Run 1, gate-type map:
Bar = 100 um.
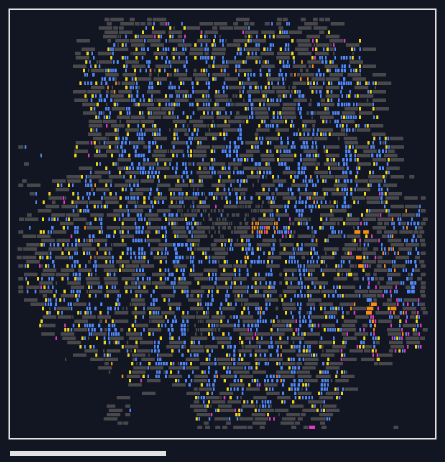
Run 1, sizing map:
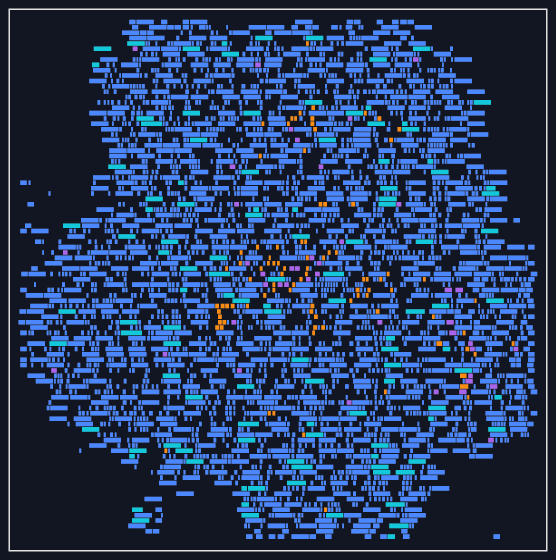
Run 1, clock distribution:
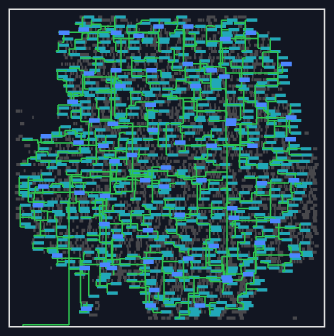
Run 1, M3 wires:
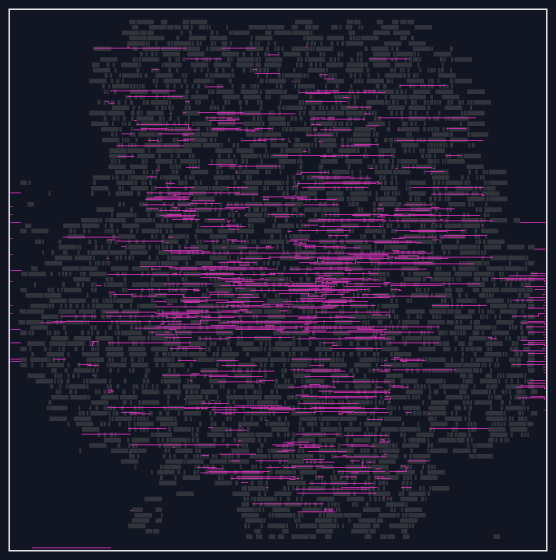
==> config.mk <==
export PLATFORM = sky130hd
export DESIGN_NAME = slave_rtl_mem
export DESIGN_NICKNAME = d
export VERILOG_FILES = /design/src/rtl/Master_RTL_global_pkg.sv /design/src/rtl/slave_rtl_mem_array.sv /design/src/rtl/slave_rtl_mem.sv
export SDC_FILE = /design/constraint.sdc
export NUM_CORES = 1
export LEC_CHECK = 0
export ABC_AREA = 1
export CAP_MARGIN = 5
export CORE_AREA = 4 4 268 270
export CTS_CLUSTER_DIAMETER = 50
export CTS_CLUSTER_SIZE = 25
export DETAILED_ROUTE_END_ITERATION = 6
export DIE_AREA = 0 0 272 274
export GPL_TIMING_DRIVEN = 0
export SYNTH_ARGS = -nofsm -noshare
export SYNTH_HDL_FRONTEND = slang
export SYNTH_SLANG_ARGS = --single-unit
==> constraint.sdc <==
create_clock -name pclk -period 27.3 [get_ports pclk]
set_input_delay 5.46 -clock pclk [delete_from_list [all_inputs] [get_ports pclk]]
set_output_delay 5.46 -clock pclk [all_outputs]
set_load 0.02 [all_outputs]
==> impl_metrics.ini, run 1 <==
; synthesis and place-and-route metrics
[status]
status = completed

[global_route]
antenna_found_initial = 0
grt_use_met2 = 0.4030
grt-busiest-layer = met2
grt_overflow = 0
grt_pass1_vias = 23830

[job]
cap_violations = 0
warnings = 36

[power]
p_seq_frac = 0.379
powerSeq_w = 0.000964

[clock_network]
cts_buffer_depth = 3
cts_sinks = 621

[worst_setup_path]
crit_arrival_ns = 8.90
cp_slowest_cell = nand3_1
r2r_slack_ns = 23.85
cp.depth = 13
crit_path_frequent_cell = nand3_1

[yosys]
synth_area_per_cell_sq_um = 8.305
yosysUniqueCellTypes = 25
synthTopLogicFamily = simple AND/OR/NAND/NOR gates
synthAdderAreaFrac = 0.0009092

[placed_design]
dp_slack_ns = 18.43

[worst_hold_path]
hold_depth = 2

[layout]
largest_reg_flops = 512

[die]
fp_util = 0.3958
num_rows = 97
## Picture notes: 'gate-type map'
legend:
  yellow:
    family: aoi and oai cells
    cells: 567
    where: widely spread
  magenta:
    family: inv cells
    cells: 86
    where: widely spread
  orange:
    family: nor cells
    cells: 77
    where: widely spread
  blue:
    family: nand cells
    cells: 1691
logic share of the area: 0.3275
dominant logic cell type in the layout: nand2_1
Layout Cells excl Fill: 4494

## Picture notes: 'sizing map'
legend:
  orange:
    size: _2 cells
    cells: 91
    share: 2.6%
    most_used: buf_2
  cyan:
    size: _6 and larger
    cells: 113
    share: 3.2%
    most_used: clkbuf_16
  purple:
    size: _3 and _4 cells
    cells: 42
    share: 1.2%
    most_used: buf_4
  blue:
    size: _0 and _1 cells
    cells: 3307
    share: 93%
    most_used: nand2_1
Signal buffers: 349
final worst slack: 18.93 ns
Layout area overhead: 17.68%
fin area: 0.03239 sq mm

## Picture notes: 'clock distribution'
legend:
  blue:
    item: clock drivers
    count: 70
  green:
    item: clock wires
    length: 8270 um
  cyan:
    item: flip-flops
    count: 621
flops lie: widely spread
routed clock nets: 71
Clock Skews: 0.03057 ns
Clk power: 0.00100 W
Insertion Delay late pin: 0.63 ns
clock share of power: 0.394

## Picture notes: 'M3 wires'
wire length on this layer: 8500 um
main direction: horizontal
longest straight run: 144 um
share of all routed wire: 8.7%
met3 Track Usage GR: 0.05198
vias: 24610
Total Wirelength: 97440 um

[run 1: layout make-up]
class	count	area share
Antenna cell	1	0.00007726
Buffer	237	0.03253
Clock buffer	82	0.05872
Clock inverter	45	0.01704
Inverter	86	0.01020
Multi-Input combinational cell	2370	0.3275
Sequential cell	621	0.4798
Tap cell	940	0.03631
Timing Repair Buffer	112	0.03786
[run 1: cells in the mapped netlist (4+ instances only)]
library cell  count  share of area
and3_1           31         0.0070
buf_1            12         0.0016
buf_2            53         0.0096
buf_4            22         0.0060
clkbuf_1        148          0.020
dfrtp_1         621           0.56
inv_1            83          0.011
nand2_1        1069           0.15
nand2_2          28         0.0064
nand3_1         589           0.11
nand3b_1          4         0.0011
nor2_1           67         0.0091
nor2_4            7         0.0029
o21ai_0         551           0.10
o21ai_1          14         0.0025
Run 1, routing congestion:
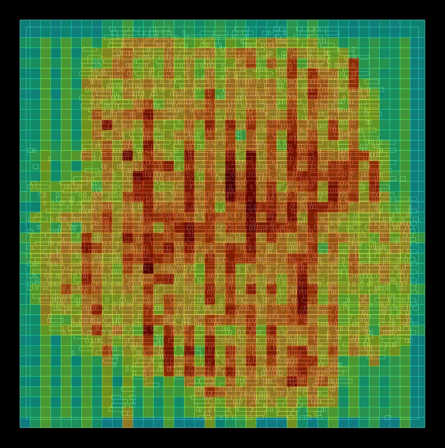

==> run 2, diff against run 1 <==
==> constraint.sdc (replaced) <==
create_clock -name pclk -period 7.7 [get_ports pclk]
set_input_delay 1.54 -clock pclk [delete_from_list [all_inputs] [get_ports pclk]]
set_output_delay 1.54 -clock pclk [all_outputs]
set_load 0.02 [all_outputs]
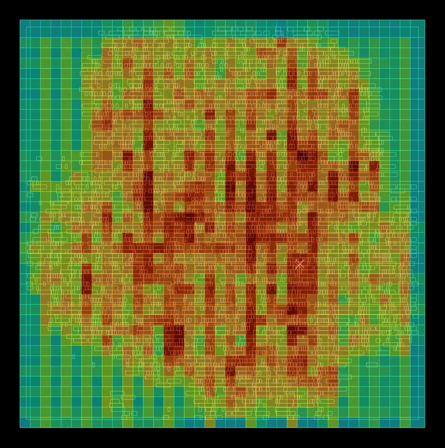
Run 2: routing congestion
GRT Max-Usage Layer: met2
met1 GRT Util: 0.3610
final core utilization: 0.4692
met3 Track Usage GR: 0.06213
GRT met2 Usage: 0.3964

==> impl_metrics.ini, run 2 <==
; synthesis and place-and-route metrics
[yosys]
yosys.area.top_type = dfrtp_1
yosysUniqueCellTypes = 25
synth_area_per_cell_sq_um = 8.305
ys_warn_count = 0
top_cells_by_area = dfrtp_1 56%, nand2_1 15%, nand3_1 11%
yosysTopAreaCellShare = 0.5646
async_flop_share = 1.000
synthTopLogicFamily = simple AND/OR/NAND/NOR gates
top_cells_by_count = 1069 x nand2_1, 621 x dfrtp_1, 589 x nand3_1
synthAdderAreaFrac = 0.0009092
synth_top_cell_by_count = nand2_1

[layout]
sh_seq_area = 0.4762
num-nonclk-inverters = 86
clk_share = 0.07806
seq_cells = 621
buffers = 359
largest_reg_flops = 512
design_area_sq_mm = 0.03263
lay_top_count = nand2_1
logic_gate_count = 2370
final-nonclk-buf-share = 0.07461
dominant_cells = registers
area_growth_pct = 18.56
diodes = 0

[drt]
drc = 6
drt_wl_total_um = 97830
num_vias = 24740

[die]
fp_util = 0.3958
num_rows = 97
tap-cell-count = 940

[global_route]
grt_overflow = 0
grt_pass1_vias = 23860
antenna_found_initial = 1

[worst_setup_path]
r2r_slack_ns = 4.31
cp_slowest_cell = nand3_1
critical_path.max_fanout = 10
cp.depth = 13
crit_arrival_ns = 4.91
crit_path_frequent_cell = nand3_1
critPathKind = in2reg

[status]
violations = DRC
status = complete, but fails checks

[clock_network]
cts_buffer_depth = 3
clock_latency_ns = 0.62
cts_tree = yes
cts_sinks = 621

[job]
warnings = 31
cap_violations = 0

[timing]
skew_ns = 0.03669

[worst_hold_path]
hold_depth = 2
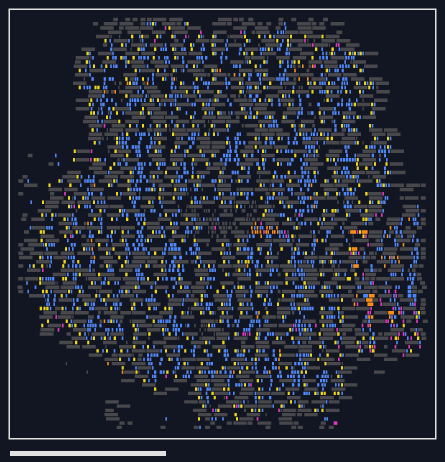
Run 2: gate-type map
Bar = 100 um.
legend:
  magenta:
    family: inv cells
    cells: 86
    where: widely spread
  blue:
    family: nand cells
    cells: 1691
  orange:
    family: nor cells
    cells: 77
    where: widely spread
  yellow:
    family: aoi and oai cells
    cells: 567
    where: widely spread
Layout Cells excl Fill: 4509
logic share of the area: 0.3251

-- run 2: tightest hold or removal path, stage by stage (launching register included) --
cell     delay, ns
dfrtp_1       0.32
nand2_1       0.05
nand2_1       0.06
-- run 2: per-stage QoR --
step | utilization | total power, W | instances | TNS (ns) | setup slack (ns)
after floorplan | - | 0.004597 | 3314 | -1438.83 | -2.317
after global placement | 0.4280 | 0.005467 | 4360 | -4016.20 | -6.553
after detailed placement | 0.4326 | 0.005495 | 4376 | 0 | 2.769
after CTS | 0.4692 | 0.009131 | 4509 | 0 | 3.420
after global routing | 0.4692 | 0.009447 | 4509 | 0 | 3.176
final | 0.4692 | 0.009125 | 4509 | 0 | 3.319
-- run 2: power by group --
part | switching, W | internal [W]
clock | 0.00155 | 0.00210
combinational | 0.00158 | 0.000482
sequential | 0.0000430 | 0.00338
Power figures rest on the tool's default switching activity, not on a simulated workload.
